Run 1, nets reached from selected ports:
Scale: 4 px per um.
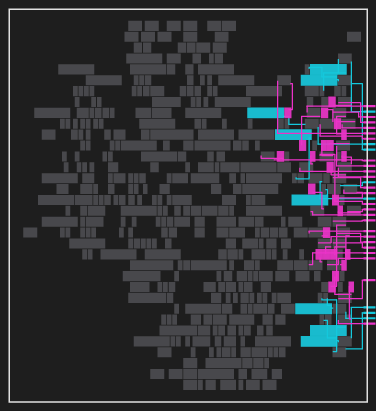
Run 1, sequential cells coloured by netlist name:
Scale: 3 px per um.
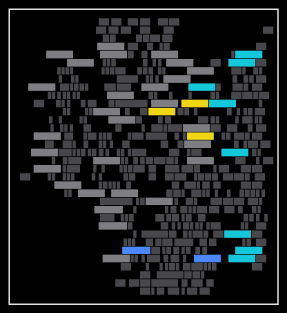
Run 1, selected gate families:
Scale: 4 px per um.
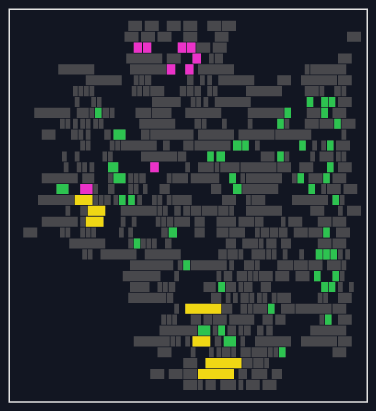
Run 1, clock routing:
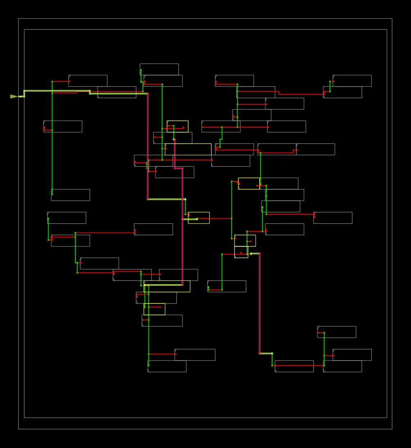
--- config.mk ---
export PLATFORM = sky130hd
export DESIGN_NAME = spi_request_arbiter
export DESIGN_NICKNAME = d
export VERILOG_FILES = /design/src/rtl/spi_pkg.sv /design/src/rtl/rr_arbiter.sv /design/src/rtl/spi_request_arbiter.sv
export SDC_FILE = /design/constraint.sdc
export NUM_CORES = 1
export LEC_CHECK = 0
export ABC_AREA = 1
export CAP_MARGIN = 10
export CORE_ASPECT_RATIO = 1.1
export CORE_MARGIN = 1
export CORE_UTILIZATION = 29
export DETAILED_ROUTE_END_ITERATION = 8
export GPL_ROUTABILITY_DRIVEN = 0
export HOLD_SLACK_MARGIN = 0.1
export SYNTH_ARGS = -nofsm -noshare
export SYNTH_HDL_FRONTEND = slang
export SYNTH_HIERARCHICAL = 1
export SYNTH_SLANG_ARGS = --single-unit
--- constraint.sdc ---
create_clock -name clk -period 2.25 [get_ports clk]
set_clock_uncertainty 0.1 [all_clocks]
set_input_delay 0.225 -clock clk [delete_from_list [all_inputs] [get_ports clk]]
set_output_delay 0.225 -clock clk [all_outputs]
set_load 0.05 [all_outputs]
--- src/rtl/spi_pkg.sv ---
// spi_pkg: shared state encoding and constants for spi_request_arbiter (SPI_ARB_FIXED_PRIO_EN selects fixed-priority arbitration)
package spi_pkg;
  localparam int SPI_DATA_W = 8;
  localparam logic [1:0] SEL_NONE = 2'b11;
  localparam logic [SPI_DATA_W-1:0] ERR_BYTE = 8'hFF;
  typedef enum logic [2:0] {IDLE, START, XFER, CAPTURE, GAP} state_t;
endpackage

--- src/rtl/rr_arbiter.sv ---
// rr_arbiter: combinational one-hot grant and index, round-robin after ptr or fixed priority under SPI_ARB_FIXED_PRIO_EN
module rr_arbiter #(
  parameter int N = 3
) (
  input  logic [N-1:0] req,
`ifndef SPI_ARB_FIXED_PRIO_EN
  input  logic [1:0]   ptr,
`endif
  output logic [N-1:0] grant,
  output logic [1:0]   idx
);
`ifndef SPI_ARB_FIXED_PRIO_EN
  logic [1:0] j;
  // scan from farthest to nearest after ptr so the nearest requester is written last and wins
  always_comb begin
    grant = '0;
    idx = '0;
    j = '0;
    for (int k = N; k >= 1; k--) begin
      j = 2'((int'(ptr) + k) % N);
      if (req[j]) begin
        grant = '0;
        grant[j] = 1'b1;
        idx = j;
      end
    end
  end
`else
  // scan from highest to lowest index so the lowest requester is written last and wins
  always_comb begin
    grant = '0;
    idx = '0;
    for (int k = N - 1; k >= 0; k--)
      if (req[k]) begin
        grant = '0;
        grant[k] = 1'b1;
        idx = 2'(k);
      end
  end
`endif
endmodule

--- src/rtl/spi_request_arbiter.sv ---
// spi_request_arbiter: shares one 8-bit SPI master among NUM_REQ requesters; SPI_ARB_FIXED_PRIO_EN selects fixed priority
module spi_request_arbiter
  import spi_pkg::*;
#(
  parameter int NUM_REQ     = 3,
  parameter int XFER_CYCLES = 10,
  parameter int GAP_CYCLES  = 1
) (
  input  logic                           clk,
  input  logic                           reset,
  input  logic [NUM_REQ-1:0]             req,
  input  logic [2*NUM_REQ-1:0]           req_sel,
  input  logic [SPI_DATA_W*NUM_REQ-1:0]  req_data,
  output logic [NUM_REQ-1:0]             ack,
  output logic [SPI_DATA_W-1:0]          rsp_data,
  output logic                           err,
  output logic                           busy,
  output logic [1:0]                     grant_id,
  output logic                           m_start,
  output logic [1:0]                     m_slave_select,
  output logic [SPI_DATA_W-1:0]          m_data_to_send,
  input  logic [SPI_DATA_W-1:0]          m_data_received
);
  localparam int CW = 8;
  state_t st;
  logic [CW-1:0] cnt;
  logic [NUM_REQ-1:0] win_oh, gnt_oh;
  logic [1:0] win, win_sel;
  logic [SPI_DATA_W-1:0] win_data;
  assign win_sel = req_sel[{win, 1'b0} +: 2];
  assign win_data = req_data[{win, 3'b000} +: SPI_DATA_W];
`ifndef SPI_ARB_FIXED_PRIO_EN
  logic [1:0] ptr;
  rr_arbiter #(.N(NUM_REQ)) u_arb (.req(req), .ptr(ptr), .grant(win_oh), .idx(win));
  // rotate priority past the most recent winner; reset value makes requester 0 win first
  always_ff @(posedge clk or negedge reset)
    if (!reset) ptr <= 2'(NUM_REQ - 1);
    else if (st == IDLE && |req) ptr <= win;
`else
  rr_arbiter #(.N(NUM_REQ)) u_arb (.req(req), .grant(win_oh), .idx(win));
`endif
  // transfer sequencer: arbitrate, pulse start, time the transfer, ack with captured byte, then hold CS off for the gap
  always_ff @(posedge clk or negedge reset) begin
    if (!reset) begin
      st <= IDLE;
      cnt <= '0;
      gnt_oh <= '0;
      ack <= '0;
      err <= 1'b0;
      busy <= 1'b0;
      m_start <= 1'b0;
      m_slave_select <= SEL_NONE;
      m_data_to_send <= '0;
      rsp_data <= '0;
      grant_id <= '0;
    end else begin
      ack <= '0;
      err <= 1'b0;
      m_start <= 1'b0;
      case (st)
        IDLE: if (|req) begin
          grant_id <= win;
          gnt_oh <= win_oh;
          m_slave_select <= win_sel;
          m_data_to_send <= win_data;
          busy <= 1'b1;
          if (win_sel == SEL_NONE) begin
            st <= CAPTURE;
            ack <= win_oh;
            err <= 1'b1;
            rsp_data <= ERR_BYTE;
          end else begin
            st <= START;
            m_start <= 1'b1;
          end
        end
        START: begin
          st <= XFER;
          cnt <= '0;
        end
        XFER: if (cnt == CW'(XFER_CYCLES - 1)) begin
          st <= CAPTURE;
          rsp_data <= m_data_received;
          ack <= gnt_oh;
        end else cnt <= cnt + 1'b1;
        CAPTURE: begin
          m_slave_select <= SEL_NONE;
          cnt <= '0;
          st <= (GAP_CYCLES == 0) ? IDLE : GAP;
          busy <= (GAP_CYCLES != 0);
        end
        GAP: if (cnt == CW'(GAP_CYCLES - 1)) begin
          st <= IDLE;
          busy <= 1'b0;
        end else cnt <= cnt + 1'b1;
        default: st <= IDLE;
      endcase
    end
  end
endmodule

==> Slide: Implementation Results, run 1 <==
Run Summary

Status
  • Status: finished with violations
  • Failing checks: negative setup slack

Global routing
  • First-pass GRT wire length: 10600 um
  • GR peak layer: met2
  • GRT Total Usage: 0.155
  • Met3 Usage GRT: 0.0313
  • Grt total ovfl: 0

Final timing
  • Finish-stage setup viols: 9
  • Max frequency: 440 MHz
  • Max-slew violation count: 0
  • Final Worst Setup Slack: -0.0210 ns

Synthesis
  • # Cells Yosys: 330
  • Synth Instances: 330
  • Yosys chip area: 2420 um^2
  • Netlist cell types: 28
  • Syn Std Cell Area: 2420 um^2
  • Mux share of post-synthesis cell area: 0

Pwr
  • P_comb: 4.19 mW
  • Sequential power: between 1 and 1.5 mW

Setup path
  • Setup CP Type: flip-flop to flip-flop
  • Startpoint Class: flip-flop

Layout
  • Nets: about 480
  • Layout cell share with drive strength beyond 1: 0.223
  • MI comb cells: 248

Placement
  • Detailed Place HPWL: 5030 um
## Picture notes: 'nets reached from selected ports'
- cyan: `m_data_to_send` (bits 8; direction output; end cells 8; buffers 8; wire 186 um)
- magenta: `req_data` (bits 24; direction input; end cells 24; buffers 24; wire 461 um)

## Picture notes: 'sequential cells coloured by netlist name'
- cyan: `m_data_to_send` (sequential cells 8)
- blue: `ptr` (sequential cells 2)
- yellow: `gnt_oh` (sequential cells 3)
- not coloured: 28

## Picture notes: 'selected gate families'
- green: aoi and oai cells (cells 46)
- yellow: fa/ha/maj cells (cells 7)
- magenta: and/or cells (cells 9; where north)
logic share of the area: 0.373
Post-Layout Cell Count: 534
most frequent logic cell in the layout: nand2_1

## Picture notes: 'clock routing'
Clk. pwr: 726 uW
clk_lat worst skew: 0.29 ns
Num CTS Buffers: 5
Flop Count: 41
clock buffers: 5

==> run 2: changes to the inputs <==
CORE_MARGIN = not set   (was 1)
CTS_CLUSTER_SIZE = 24   (was not set)
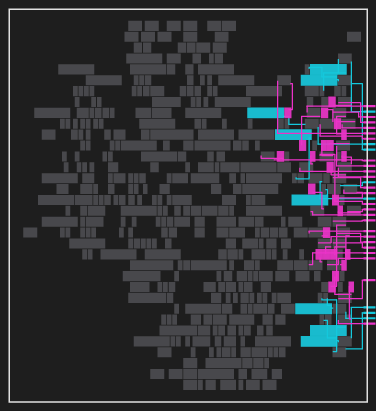
Run 2: nets reached from selected ports
Scale: 4 px per um.
- cyan: `m_data_to_send` (bits 8; direction output; end cells 8; buffers 8; wire 186 um)
- magenta: `req_data` (bits 24; direction input; end cells 24; buffers 24; wire 461 um)

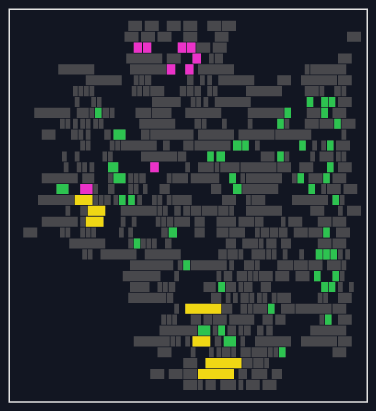
Run 2: selected gate families
Scale: 4 px per um.
- green: aoi and oai cells (cells 46)
- yellow: fa/ha/maj cells (cells 7)
- magenta: and/or cells (cells 9; where north)

==> Slide: Implementation Results, run 2 <==
Run Summary

Synthesis
  • Synth Instances: ~330
  • Netlist cell types: 28
  • Mux share of post-synthesis cell area: 0
  • # Cells Yosys: 330
  • Yosys chip area: 2420 um^2
  • Syn Std Cell Area: 2420 um^2
  • Largest type area fraction: 0.393

Layout
  • Post-Layout Cell Count: 534
  • Flop Count: between 40 and 50
  • Most frequent logic cell in the layout: nand2_1
  • Logic share of the area: 0.373
  • Clock buffers: 5
  • Nets: 475
  • Layout cell share with drive strength beyond 1: 0.223

Pwr
  • Power Density: 1670 nW/um^2
  • P_comb: 4.19 mW
  • Clk network pwr share: 0.118
  • NetSw: 3.08 mW
  • Sequential power: 1.26 mW
  • Clk. pwr: 726 uW
  • Final Power: a little over 6 mW

CTS
  • Clock Sinks: 41
  • Root Buffer: clkbuf_8
  • Clk_lat worst skew: a little under 0.3 ns
  • Num CTS Buffers: 5

Placement
  • Pre-CTS WS: -0.137 ns
  • Detailed Place HPWL: 5030 um

Final timing
  • RSZ-0062 raised after global routing: yes
  • Max frequency: about 440 MHz
  • Finish-stage setup viols: 9
  • Max-slew violation count: 0
  • Final Worst Setup Slack: -0.0210 ns
  • Tmin final: 2.27 ns
  • Worst-margin pin slew: 0.528 ns

Global routing
  • GR peak layer: met2
  • Grt total ovfl: 0
  • Met3 Usage GRT: 0.0313
  • First-pass GRT wire length: 10600 um

Setup path
  • Crit path DAT: roughly 2.4 ns
  • Buf/Inv on CP: 2
  • Setup CP Type: flip-flop to flip-flop
  • Startpoint Class: flip-flop
  • Crit Path Max Fanout: 8
  • CP Cell Sequence: inv_2, ha_4, nand2_2, nand3_2, nand2_4, nand3_2, nand2_1, nand2_2, nand2_4, inv_2, nand2_2, nand3_2, nand2_4, nand2_4, nand2_8, nand2_8, nand2_1, nand2_1

Status
  • Status: finished with violations
  • Failing checks: negative setup slack

Drt
  • 1st-iter DRT viols: 45

Worst hold path
  • Hold Crit Class: primary input to async pin
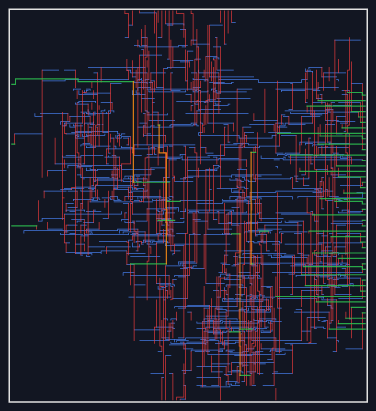
Run 2: signal wires by layer
Scale: 4 px per um.
- green: metal 3 (wire length 412 um)
- orange: metal 4 (wire length 124 um)
- blue: metal 1 (wire length 2840 um)
- red: metal 2 (wire length 3350 um)
GRT Total Usage: 0.155
final wirelength: 6730 um

Run 2, clock routing:
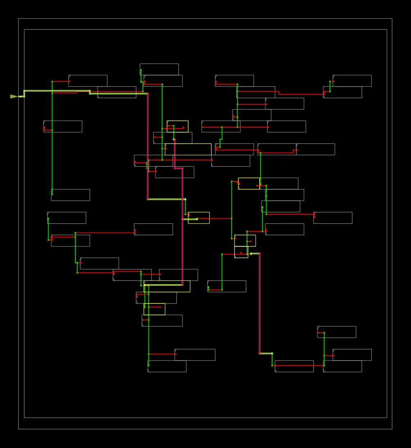

==> run 3: changes to the inputs <==
--- a/constraint.sdc
+++ b/constraint.sdc
@@ -3,3 +3,3 @@
 set_input_delay 0.225 -clock clk [delete_from_list [all_inputs] [get_ports clk]]
 set_output_delay 0.225 -clock clk [all_outputs]
-set_load 0.05 [all_outputs]
+set_load 0.01 [all_outputs]
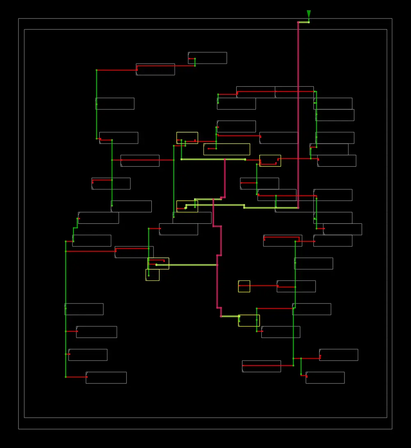
Run 3: clock routing
clk_lat worst skew: 0.31 ns
Clock Sinks: 41

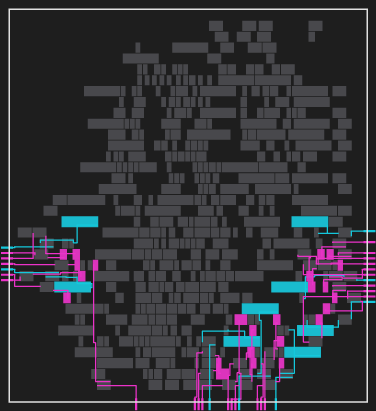
Run 3: nets reached from selected ports
Scale: 4 px per um.
- magenta: `req_data` (bits 24; direction input; end cells 24; buffers 24; wire 444 um)
- cyan: `m_data_to_send` (bits 8; direction output; end cells 8; buffers 8; wire 209 um)

==> Slide: Implementation Results, run 3 <==
Run Summary

Status
  • Status: finished with violations
  • Failing checks: negative setup slack

Global routing
  • GR peak layer: met2
  • First-pass GRT wire length: 11300 um
  • GRT Total Usage: 0.166
  • Met3 Usage GRT: 0.0347

Layout
  • MI comb cells: between 200 and 250
  • Logic share of the area: 0.382
  • Flop Count: 41
  • Most frequent logic cell in the layout: nand2_1
  • Nets: 481
  • Post-Layout Cell Count: roughly 540

Pwr
  • NetSw: around 2.6 mW
  • Clk network pwr share: 0.105
  • Power Density: 1520 nW/um^2
  • Clk. pwr: 610 uW
  • P_comb: 3.95 mW
  • Final Power: approximately 6 mW

Setup path
  • Setup CP Type: flip-flop to flip-flop
  • CP Cell Sequence: ha_4, inv_8, nand3_4, nand2_4, nand3_2, nand2_2, nand2_2, nand2_2, inv_4, nor2_4, nand2_2, nand2_4, nand2_8, nand2_8, nand2_8, nand2_2, nand2_1
  • Startpoint Class: flip-flop
  • Crit Path Max Fanout: 8
  • Crit path DAT: 2.45 ns
  • Setup crit end kind: flip-flop

Placement
  • Pre-CTS WS: -0.167 ns
  • Detailed Place HPWL: 4790 um

Final timing
  • Max frequency: approximately 430 MHz
  • Max-slew violation count: 0
  • Finish-stage setup viols: 13
  • Worst-margin pin slew: 0.913 ns
  • Final Worst Setup Slack: -0.102 ns
  • Tmin final: 2.35 ns
  • RSZ-0062 raised after global routing: yes

Synthesis
  • # Cells Yosys: 330
  • Yosys chip area: 2420 um^2
  • Synth Instances: about 330
  • Syn Std Cell Area: 2420 um^2
  • Mux share of post-synthesis cell area: 0

CTS
  • Root Buffer: clkbuf_8

Drt
  • 1st-iter DRT viols: 82
  • Final wirelength: around 6800 um
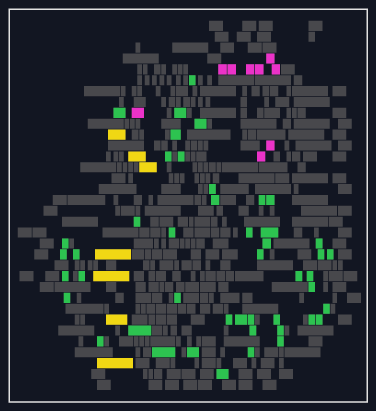
Run 3: selected gate families
Scale: 4 px per um.
- green: aoi and oai cells (cells 46)
- magenta: and/or cells (cells 9)
- yellow: fa/ha/maj cells (cells 7)

Power and IR drop assume default switching activity.
